File: config.mk
export PLATFORM = sky130hd
export DESIGN_NAME = deserializer_rx_flat
export DESIGN_NICKNAME = d
export VERILOG_FILES = /design/src/rtl/router_link_pkg.sv /design/src/rtl/deserializer_rx_if.sv /design/src/rtl/deserializer_rx.sv /design/src/flat_wrapper.sv
export SDC_FILE = /design/constraint.sdc
export NUM_CORES = 2
export LEC_CHECK = 0
export ABC_AREA = 1
export CAP_MARGIN = 0
export CORE_AREA = 2 2 436 438
export CTS_CLUSTER_DIAMETER = 100
export DETAILED_ROUTE_END_ITERATION = 16
export DIE_AREA = 0 0 438 440
export HOLD_SLACK_MARGIN = 0.08
export SLEW_MARGIN = 10
export SYNTH_ARGS = -nofsm -noshare
export SYNTH_HDL_FRONTEND = slang
export SYNTH_SLANG_ARGS = --single-unit
File: constraint.sdc
create_clock -name clk -period 5.2 [get_ports clk]
set_input_delay 1.04 -clock clk [delete_from_list [all_inputs] [get_ports clk]]
set_output_delay 1.04 -clock clk [all_outputs]
set_load 0.01 [all_outputs]
File: src/rtl/router_link_pkg.sv
// router_link_pkg: frame field positions, link widths and rx FSM states shared by the
// Aurora link serializer and deserializer.
package router_link_pkg;
    localparam int AURORA_DATA_WIDTH = 64;
    localparam int SEND_DATA_WIDTH = 1024;
    localparam int RECOGNIZE_HEADER_WIDTH = 1;
    localparam int RECOGNIZE_ROUTER_WIDTH = 2;
    localparam int HOST_PAYLOAD_WIDTH = AURORA_DATA_WIDTH - 3;
    localparam int NUMBER_PACKET = SEND_DATA_WIDTH / HOST_PAYLOAD_WIDTH + 1;
    localparam int ADDR_WIDTH = 10;
    localparam int TTL_WIDTH = 2;
    localparam int HDR_BIT = 0;
    localparam int ID_LSB = 1;
    localparam int DST_LSB = 3;
    localparam int TTL_LSB = DST_LSB + ADDR_WIDTH;
    localparam int PAYLOAD_LSB = RECOGNIZE_HEADER_WIDTH + RECOGNIZE_ROUTER_WIDTH;
    // Frames 0..NUMBER_PACKET-2 fill the body; the final frame carries only the remainder.
    localparam int BODY_WIDTH = (NUMBER_PACKET - 1) * HOST_PAYLOAD_WIDTH;
    localparam int LAST_WIDTH = SEND_DATA_WIDTH - BODY_WIDTH;
    localparam int COUNT_WIDTH = $clog2(NUMBER_PACKET + 1);
    typedef enum logic {IDLE, PAYLOAD} rx_state_t;
endpackage

File: src/rtl/deserializer_rx_if.sv
// deserializer_rx_if: Aurora RX AXI-Stream beat (no tready), driven by the link core.
interface deserializer_rx_if;
    import router_link_pkg::*;
    logic tvalid;
    logic tlast;
    logic [AURORA_DATA_WIDTH-1:0] tdata;
    modport master (output tvalid, tlast, tdata);
    modport slave (input tvalid, tlast, tdata);
endinterface

File: src/rtl/deserializer_rx.sv
// deserializer_rx: reassembles a header frame plus NUMBER_PACKET payload frames into one
// word, pulsing recv_data_valid for good packets and frame_err for dropped ones.
module deserializer_rx
    import router_link_pkg::*;
(
    input  logic clk,
    input  logic rst,
    deserializer_rx_if.slave axis_rx,
    output logic recv_data_valid,
    output logic [SEND_DATA_WIDTH-1:0] v_data_recv,
    output logic [ADDR_WIDTH-1:0] dst_addr_recv,
    output logic [TTL_WIDTH-1:0] TTL_recv,
    output logic [RECOGNIZE_ROUTER_WIDTH-1:0] router_id_recv,
    output logic frame_err
);
    rx_state_t state, state_next;
    logic [COUNT_WIDTH-1:0] frame_count;
    logic [BODY_WIDTH-1:0] body;
    logic [ADDR_WIDTH-1:0] dst;
    logic [TTL_WIDTH-1:0] ttl;
    logic [RECOGNIZE_ROUTER_WIDTH-1:0] id;
    logic last_k, hdr_take, pay_ok, done, store, err;

    assign last_k = frame_count == COUNT_WIDTH'(NUMBER_PACKET - 1);

    always_ff @(posedge clk)
        state <= rst ? IDLE : state_next;

    always_comb
        state_next = !axis_rx.tvalid ? state : (hdr_take || store) ? PAYLOAD : IDLE;

    // A header arriving mid-packet aborts the old packet but still opens the new one.
    always_comb begin
        hdr_take = axis_rx.tvalid && axis_rx.tdata[HDR_BIT] && !axis_rx.tlast;
        pay_ok = axis_rx.tvalid && state == PAYLOAD && !axis_rx.tdata[HDR_BIT]
            && axis_rx.tdata[ID_LSB +: RECOGNIZE_ROUTER_WIDTH] == id && axis_rx.tlast == last_k;
        done = pay_ok && last_k;
        store = pay_ok && !last_k;
        err = axis_rx.tvalid && !(hdr_take && state == IDLE) && !pay_ok;
    end

    always_ff @(posedge clk) begin
        if (rst) begin
            frame_count <= '0;
            body <= '0;
            dst <= '0;
            ttl <= '0;
            id <= '0;
            recv_data_valid <= 1'b0;
            frame_err <= 1'b0;
            v_data_recv <= '0;
            dst_addr_recv <= '0;
            TTL_recv <= '0;
            router_id_recv <= '0;
        end else begin
            recv_data_valid <= done;
            frame_err <= err;
            if (hdr_take) begin
                dst <= axis_rx.tdata[DST_LSB +: ADDR_WIDTH];
                ttl <= axis_rx.tdata[TTL_LSB +: TTL_WIDTH];
                id <= axis_rx.tdata[ID_LSB +: RECOGNIZE_ROUTER_WIDTH];
                frame_count <= '0;
            end
            if (store) begin
                body[frame_count * HOST_PAYLOAD_WIDTH +: HOST_PAYLOAD_WIDTH] <= axis_rx.tdata[PAYLOAD_LSB +: HOST_PAYLOAD_WIDTH];
                frame_count <= frame_count + 1'b1;
            end
            if (done) begin
                v_data_recv <= {axis_rx.tdata[PAYLOAD_LSB +: LAST_WIDTH], body};
                dst_addr_recv <= dst;
                TTL_recv <= ttl;
                router_id_recv <= id;
            end
        end
    end
endmodule

File: src/flat_wrapper.sv
// flat-port wrapper written by rule: the top's interface ports become plain ports
module deserializer_rx_flat import router_link_pkg::*;
  (clk, rst, recv_data_valid, v_data_recv, dst_addr_recv, TTL_recv, router_id_recv, frame_err, axis_rx_tvalid, axis_rx_tlast, axis_rx_tdata);
  deserializer_rx_if axis_rx_i ();
  input  logic clk;
  input  logic rst;
  output logic recv_data_valid;
  output logic [SEND_DATA_WIDTH-1:0] v_data_recv;
  output logic [ADDR_WIDTH-1:0] dst_addr_recv;
  output logic [TTL_WIDTH-1:0] TTL_recv;
  output logic [RECOGNIZE_ROUTER_WIDTH-1:0] router_id_recv;
  output logic frame_err;
  input wire logic [$bits(axis_rx_i.tvalid)-1:0] axis_rx_tvalid;
  input wire logic [$bits(axis_rx_i.tlast)-1:0] axis_rx_tlast;
  input wire logic [$bits(axis_rx_i.tdata)-1:0] axis_rx_tdata;
  assign axis_rx_i.tvalid = axis_rx_tvalid;
  assign axis_rx_i.tlast = axis_rx_tlast;
  assign axis_rx_i.tdata = axis_rx_tdata;
  deserializer_rx u_core (.clk(clk), .rst(rst), .axis_rx(axis_rx_i), .recv_data_valid(recv_data_valid), .v_data_recv(v_data_recv), .dst_addr_recv(dst_addr_recv), .TTL_recv(TTL_recv), .router_id_recv(router_id_recv), .frame_err(frame_err));
endmodule
Power grid:
The bar under the picture is 100 µm long. Pins as bars on the die edge. Tap cells in gray.
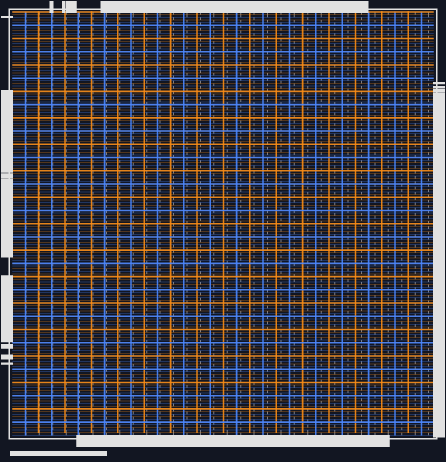
color	net
blue	VSS
orange	VDD
tap cells	2511
met1 rails	161
met4 straps	31

Placed cells, one color a class:
The bar under the picture is 100 µm long.
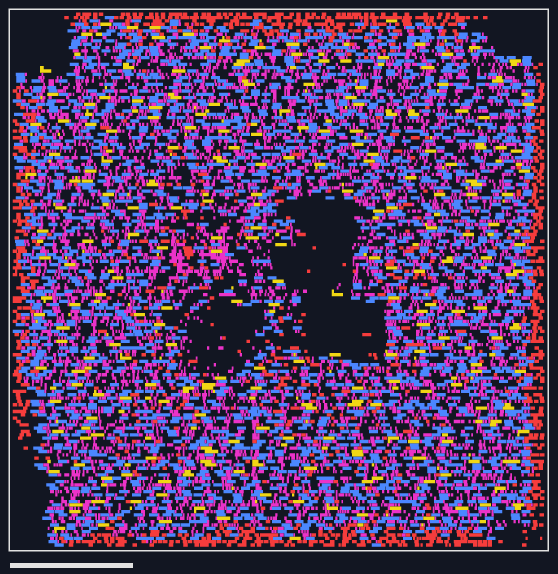
color	class	cells	share of their area
magenta	all other logic	8175	37%
blue	flip-flops	2036	42%
yellow	clock drivers and dummy loads	398	7.6%
red	other buffers and delay cells	1264	13%

Clock network drawn from the DEF:
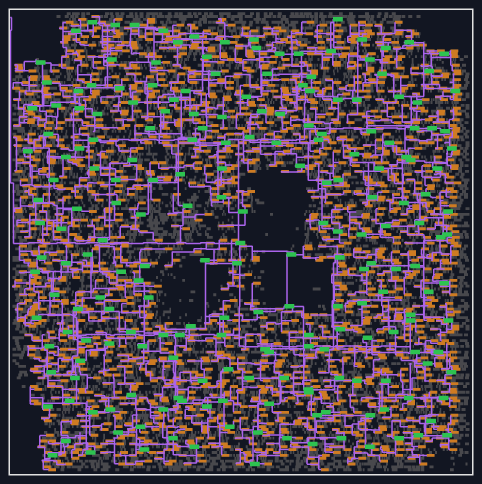
[green] cells driving clock nets | count: 213
[purple] clock wires | length: 25.3 mm
[orange] flip-flops | count: 2036
routed clock nets	214

Metal layers overlaid:
The bar under the picture is 100 µm long. Only two layers are drawn.
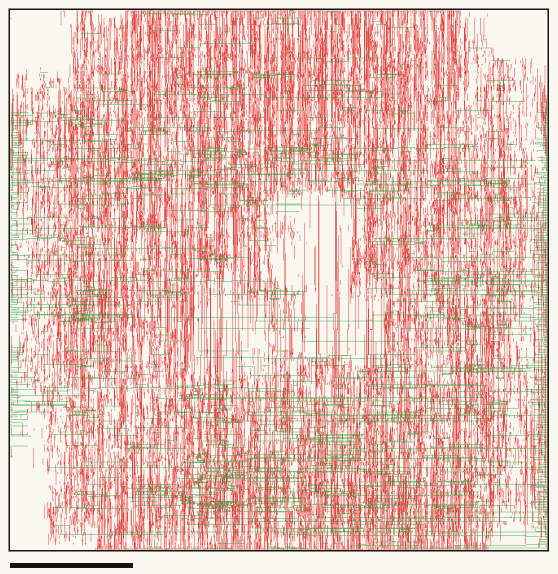
color	layer	wire length
green	met3	28.7 mm
red	met2	152 mm

per-layer routing:
metal  GRT usage (%)  wire length [µm]
met1            42.6            136000
met2            51.9            152000
met3            7.01             28700
met4            25.6             28300
met5               0                13
worst max-delay path by stage:
stage,cells after the start,end,start
2_1_floorplan,14,u_core.body[42],u_core.frame_count[0]
3_3_place_gp,10,u_core.v_data_recv[21],axis_rx_tdata[2]
3_5_place_dp,10,u_core.v_data_recv[21],axis_rx_tdata[2]
4_1_cts,10,u_core.body[525],u_core.frame_count[1]
5_1_grt,10,u_core.body[538],u_core.frame_count[1]
6_report,10,u_core.body[532],u_core.frame_count[1]
final cells by class:
| type | count | area, µm² |
|---|---|---|
| clock inverter | 68 | 847 |
| fill | 18400 | 88900 |
| inverter | 1519 | 5710 |
| clock buffer | 330 | 6450 |
| sequential | 2036 | 40800 |
| timing repair buffer | 1264 | 12700 |
| antenna | 35 | 87.6 |
| multi-input combinational | 6656 | 29900 |
| tap | 2511 | 3140 |
power by group through the flow:
stage               sequential [W]  clock [W]  combinational (W)
floorplan                   0.0160          0           0.000509
global placement            0.0160          0            0.00109
detailed placement          0.0160          0            0.00109
CTS                         0.0156     0.0160            0.00110
global route                0.0156     0.0166            0.00117
finish                      0.0156     0.0159            0.00111
registers in the layout, indices dropped and copies added (netlist names):
register / flops
u_core.recv_data_valid: 1
u_core.frame_err: 1
u_core.dst_addr_recv: 10
u_core.dst: 10
u_core.state: 1
u_core.body: 976
u_core.frame_count: 5
u_core.ttl: 2
u_core.v_data_recv: 1024
u_core.id: 2
u_core.router_id_recv: 2
u_core.TTL_recv: 2
cells by family after synthesis:
family	share of synthesized area [%]
adders and majority gates	0.0784
AOI/OAI and AO/OA	17.5
and+or+nand+nor	19.6
xor gates and xnor gates	0.0219
buffers and inverters	11.7
DFF	51.1
==> git commit body <==
Record implementation results from latest flow run

* Result of the run: completed
* Critical path start-end classification: reg -> reg
- Detailed placement HPWL: 236000 µm
* Clk sink count: 2036
- The tightest hold path in the finished design has a slack of 0.443 ns.
- The most common logic cells in the final layout are 2035 x sky130_fd_sc_hd__dfxtp_1, 1631 x sky130_fd_sc_hd__a21oi_1, 1521 x sky130_fd_sc_hd__nor2_1.
- Die Height: 440 µm
- STA classifies the critical path endpoint as a flop.
* Startpoint types: flop
- Clk_skew: 0.0454 ns
* Combinational power share: 3.4%
* Global-route wire length before repair: 483000 µm
* Required time of the worst setup path: 5.97 ns
* Placed cell areas: 92200 µm²
- Per the summary, power density relative to cell area is 327 nW/µm².
* Maximum VDD drop: 0.000269 V
* Wire per inst: 23.9 µm
* Yosys Warn Count: 0
- Looking at the reg2reg group, the worst path ends at u_core.body[532].
- Total cell area reported by yosys after synthesis: 79800 µm²
- Of all flip-flops after synthesis, the portion carrying an async set or reset was 0%.
- Commonest register cell after synthesis: sky130_fd_sc_hd__dfxtp_1
* Dpl cells: 14000
- Pre-Place Util: 42.3%
- For this run, design rule violations remaining after detail routing come to 0.
- In this run, post-CTS hold repair placed 0 buffers.
- Subtracting the final worst setup slack from the clock period gives 4.46 ns.
- Slowest cell on crit path: sky130_fd_sc_hd__nor2_4
- Fraction of power spent switching nets: 23.2%
- Most frequent cells after synthesis: 2036 x sky130_fd_sc_hd__dfxtp_1, 1631 x sky130_fd_sc_hd__a21oi_1, 1532 x sky130_fd_sc_hd__nor2_1, 1511 x sky130_fd_sc_hd__inv_1, 1468 x sky130_fd_sc_hd__nand2_1
- Setup Viol. Count Final: 0
* Worst min path class: reg -> reg
* Area leader share: 51.1%
- In this run, the clock network consumes 48.7% of the power.
- The script extracted a total leakage power of 38.3 nW.
- Per the skew report, the later register of the worst-skew pair sees a clock latency of 0.88 ns.
- Entering global routing, the biggest net connects 270 pins.
- Routed wire length: 345000 µm
- The design draws 0.0326 W.
* Non-filler cells in the finished layout: 14400
- Max clock buf depth: 3
* Number of gates given a new drive strength after cts: 0
- Averaged over all synthesized cells, the footprint is 7.20 µm².
* Destination of the worst hold path: u_core.v_data_recv[954]
- Area of the die: 193000 µm²
* Number of hold violations in the final report: 0
- Slack of the worst reg-to-reg path: 0.74 ns
- Cells along the critical path: inv_1 > ha_4 > inv_1 > nand2_1 > nand2_8 > clkinv_2 > nor2_4 > nand2_2 > nor2_1 > nor2_1
* Transition time of the tightest slew-check pin: 1.38 ns
- Die width: 438 µm
- H-tree levels: 4
- The number of global-route vias before repair came to 68700.
- GRT Residual Overflow: 0
- Setup slack closes at 0.745 ns.
- The mapped netlist covers 79800 µm².
- The synthesis stats list as the most numerous cell sky130_fd_sc_hd__dfxtp_1.
- FF+latch count, synth: 2036
- Number of buffers and inverters on the critical path: 3
- The CTS report gives the tree buffer count as 213.
- Broken down by cell family, the worst path's largest delay share belongs to simple AND/OR/NAND/NOR gates.
- Pins over their slew limit: 0
- Reg2reg start: u_core.frame_count[1]
- Cell taking the most area after synthesis: sky130_fd_sc_hd__dfxtp_1
- Setup WS pre-CTS: 0.823 ns
- Logic depth along the worst register-to-register path is recorded as 10.
* Total internal power: 0.0250 W
* Max Cap Viol: 0
- Number of stages on the worst hold path: 2
- Largest driver fanout on the critical path: 77
- Number of distinct library cells after synthesis: 24
- Yosys mapped a number of flops with a built-in enable equal to 0.
* Synth-to-Final Area Change: 24.8%
- The startpoint identified for the worst hold timing path is u_core.v_data_recv[954].
- The routed layout has 76700 vias.
- The main area contributors are sky130_fd_sc_hd__dfxtp_1 51%, sky130_fd_sc_hd__a21oi_1 10%, sky130_fd_sc_hd__o21ai_0 7.3%.
- In this run the tools logged warnings totalling 140.
* Highest clock rate: 0.224 GHz
* Mapped Cells: 11100
- Setup repair after global routing left no endpoint under its margin.
- DR pass1 iterations: 6
* Most common library cell in the layout ignoring fill and taps: sky130_fd_sc_hd__dfxtp_1
- # nets final: 11800
- Adding up every negative setup slack in the final design gives 0 ns.
* Setup repair bufs after CTS: 0
- Number of top-level pins: 1108
Power figures rest on the tool's default switching activity, not on a simulated workload.
